==> src/rtl/demux_pkg.sv <==
// Shared constants for the eight-bit stream demultiplexer: default geometry
// and the ceiling of the dropped-word counter.
package demux_pkg;

    localparam int DEF_WIDTH = 8;
    localparam int DEF_NCH   = 3;
    localparam int DEF_SELW  = 2;

    // err_cnt sticks here instead of wrapping, so a long burst of bad
    // selects never reads back as a small number.
    localparam logic [7:0] ERR_CNT_MAX = 8'd255;

endpackage

==> src/rtl/demux_channel_slot.sv <==
// One-entry output register for a single demux channel.
// A load always wins over a drain, so a simultaneous drain and load replaces
// the word and keeps the slot full for one-word-per-cycle throughput.
module demux_channel_slot #(
    parameter int WIDTH = 8
) (
    input  logic             clk,
    input  logic             rst_n,
    input  logic             load,
    input  logic [WIDTH-1:0] data_in,
    input  logic             ready,
    output logic             valid,
    output logic [WIDTH-1:0] data_out
);

    // Slot occupancy: set on load, cleared on a downstream accept without reload.
    always_ff @(posedge clk or negedge rst_n) begin
        if (!rst_n) begin
            valid <= 1'b0;
        end else if (load) begin
            valid <= 1'b1;
        end else if (valid && ready) begin
            valid <= 1'b0;
        end
    end

    // Held word: only a load changes it, so it is stable under backpressure.
    always_ff @(posedge clk or negedge rst_n) begin
        if (!rst_n) begin
            data_out <= '0;
        end else if (load) begin
            data_out <= data_in;
        end
    end

endmodule

==> src/rtl/eight_bit_stream_demux.sv <==
// Stream demultiplexer: routes each accepted upstream word to one channel
// slot chosen by in_sel, or to every slot when in_bcast is set. Words with an
// out-of-range select are accepted and dropped, and counted in err_cnt.
module eight_bit_stream_demux
    import demux_pkg::*;
#(
    parameter int WIDTH = DEF_WIDTH,
    parameter int NCH   = DEF_NCH,
    parameter int SELW  = DEF_SELW
) (
    input  logic                 clk,
    input  logic                 rst_n,
    input  logic                 in_valid,
    output logic                 in_ready,
    input  logic [WIDTH-1:0]     in_data,
    input  logic [SELW-1:0]      in_sel,
    input  logic                 in_bcast,
    output logic [NCH-1:0]       out_valid,
    input  logic [NCH-1:0]       out_ready,
    output logic [NCH*WIDTH-1:0] out_data,
    output logic [7:0]           err_cnt
);

    // Select space may be larger than the channel count; the unused codes are
    // the "drop" selects.
    localparam int NSEL = 2 ** SELW;

    logic [NCH-1:0]  can_load;
    logic [NSEL-1:0] can_load_pad;
    logic [NCH-1:0]  load;
    logic            sel_ok;
    logic            xfer;
    logic            drop;

    // Per-slot can-load: empty now, or being drained this cycle.
    always_comb begin
        can_load = ~out_valid | out_ready;
    end

    // Widen can-load to the full select space; out-of-range selects always
    // accept because the word is simply discarded.
    always_comb begin
        can_load_pad = '1;
        for (int k = 0; k < NCH; k++) begin
            can_load_pad[k] = can_load[k];
        end
    end

    // Upstream ready: all slots for broadcast, the selected slot otherwise.
    // Deliberately independent of in_valid.
    always_comb begin
        sel_ok   = (int'(in_sel) < NCH);
        in_ready = in_bcast ? (&can_load) : can_load_pad[in_sel];
        xfer     = in_valid && in_ready;
        drop     = xfer && !in_bcast && !sel_ok;
    end

    // Select decode: one-hot load for unicast, all slots for broadcast.
    always_comb begin
        load = '0;
        for (int k = 0; k < NCH; k++) begin
            load[k] = xfer && (in_bcast || (int'(in_sel) == k));
        end
    end

    // Saturating count of words dropped for an out-of-range select.
    always_ff @(posedge clk or negedge rst_n) begin
        if (!rst_n) begin
            err_cnt <= 8'd0;
        end else if (drop && (err_cnt != ERR_CNT_MAX)) begin
            err_cnt <= err_cnt + 8'd1;
        end
    end

    for (genvar k = 0; k < NCH; k++) begin : g_slot
        demux_channel_slot #(
            .WIDTH (WIDTH)
        ) u_slot (
            .clk      (clk),
            .rst_n    (rst_n),
            .load     (load[k]),
            .data_in  (in_data),
            .ready    (out_ready[k]),
            .valid    (out_valid[k]),
            .data_out (out_data[k*WIDTH +: WIDTH])
        );
    end

endmodule

==> config.mk <==
export PLATFORM = sky130hd
export DESIGN_NAME = eight_bit_stream_demux
export DESIGN_NICKNAME = d
export VERILOG_FILES = /design/src/rtl/demux_pkg.sv /design/src/rtl/demux_channel_slot.sv /design/src/rtl/eight_bit_stream_demux.sv
export SDC_FILE = /design/constraint.sdc
export NUM_CORES = 1
export LEC_CHECK = 0
export ABC_AREA = 1
export CAP_MARGIN = 10
export CORE_ASPECT_RATIO = 1.5
export CORE_MARGIN = 3
export CORE_UTILIZATION = 35
export CTS_CLUSTER_DIAMETER = 80
export CTS_CLUSTER_SIZE = 25
export DETAILED_ROUTE_END_ITERATION = 12
export PLACE_DENSITY = 0.68
export SETUP_SLACK_MARGIN = 0.02
export SLEW_MARGIN = 20
export SYNTH_ARGS = -nofsm -noshare
export SYNTH_HDL_FRONTEND = slang
export SYNTH_SLANG_ARGS = --single-unit
==> constraint.sdc <==
create_clock -name clk -period 1.97 [get_ports clk]
set_clock_uncertainty 0.05 [all_clocks]
set_input_delay 0.197 -clock clk [delete_from_list [all_inputs] [get_ports clk]]
set_output_delay 0.197 -clock clk [all_outputs]
set_load 0.02 [all_outputs]
==> out/qor.csv <==
metric,value,unit
setup_viol,0,
pg_seq,0.982,mW
cell_internal_pwr,1.73,mW
crit_family,buffers and inverters,
ant_nets,0,
hold_path.class,input port to async pin,
io_pins,53,
core_region_area,5160,um2
hold_buffers,0,
synth-edff-count,0,
synth_cell_types,25,
initCoreUtil,0.363,
crit_required,1.72,ns
cpPeakStageDelay,0.60,ns
yosys.area.top_type_share,0.467,
startpoint_type,input port,
syn-cell-area,1880,um2
outcome,completed,
ys_sh_xor,0.0140,
rows,32,
wl_met3,215,um
cp_num_buf_inv,2,
yosys_cells,207,
overflow,0,
mostFrequentLayoutCell,nand2_1,
ys_area,1880,um2
clock-sinks,35,
use_met3,0.0413,
grt_setup_unrepaired,false,
powerDensity,994,nW/um2
top_logic_kind,simple AND/OR/NAND/NOR gates,
timing.fmax,547,MHz
grt_max_degree,36,
final_design_area_no_fill,2660,um2
largestRegisters,"g_slot.u_slot.data_out (24), err_cnt (8), g_slot.u_slot.valid (3)",
arrival,1.58,ns
simple_gate_area_frac,0.400,
clkTransAtPathRegs,0.07,ns
clk_path_buf_depth,2,
tapcell.inserted,68,
cts_buffers,5,
drv_slew,0,
p_sw_frac,0.345,
numSequentialCells,35,
clkPwrFrac,0.254,
slowest_stage,clkdlybuf4s50_1,
vias,1667,
worstSetupEndpoint,in_ready,
layout_top_cells,"nand2_1 (78), clkdlybuf4s50_1 (51), dfrtp_1 (35)",
place_ws,-0.132,ns
fill_cells,505,
timing.hold.ws,0.285,ns
fin_setup_tns,0,ns
postSynth.topFlopCell,dfrtp_1,
placed_cells,335,
ctsResizeCount,1,
grt_pass1_wl,8040,um
fin_ws,0.141,ns
avgRoutedWirePerCell,14.1,um
gp_congestion,0.818,
use_met1,0.192,
period_minus_slack,1.83,ns
largest_reg_flops,24,
worstPathCellList,clkdlybuf4s50_1 > nor2_1 > nand2_1 > nand3_4 > nor2_8 > dlygate4sd2_1,
final_nets,292,
peakVddDrop,0.000775,V
power_frac_seq,0.371,
synth_seq_share,0.467,
die_area,6300,um2
ys_warn_count,0,
sh_seq_area,0.329,
dr_wl_met2,2620,um
relSlewSlack,0.688,
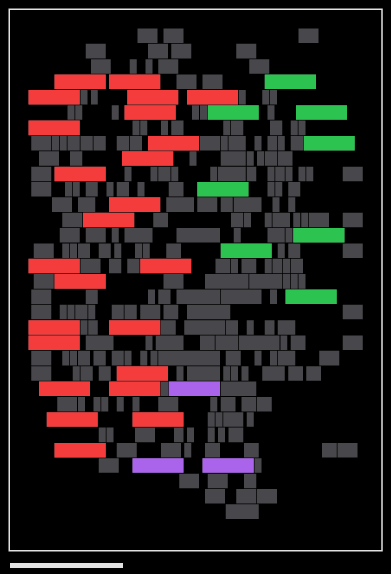
(images/registers.png)
The bar under the picture is 20 um long. Other cells in gray.
- purple: g_slot.u_slot.valid (placed flops 3)
- green: err_cnt (placed flops 8)
- red: g_slot.u_slot.data_out (placed flops 24)

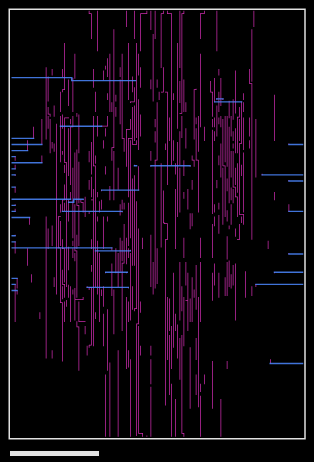
(images/metal_stack.png)
The bar under the picture is 20 um long. Two of the layers only.
- magenta: met2 (wire length 2620 um)
- blue: met3 (wire length 216 um)

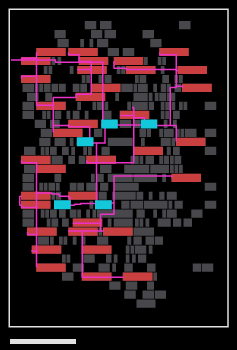
(images/clock_map.png)
The bar under the picture is 20 um long.
- cyan: cells driving clock nets (count 5)
- magenta: clock wires (length 460 um)
- red: flip-flops (count 35)
- routed clock nets: 6

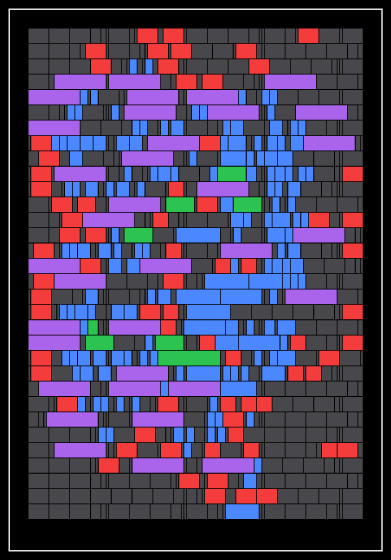
(images/cell_classes.png)
Fill, decap, tap and diode cells in gray.
- blue: all other logic (cells 161; share of their area 36%)
- purple: flip-flops (cells 35; share of their area 34%)
- red: other buffers and delay cells (cells 71; share of their area 26%)
- green: clock drivers and dummy loads (cells 8; share of their area 4.6%)

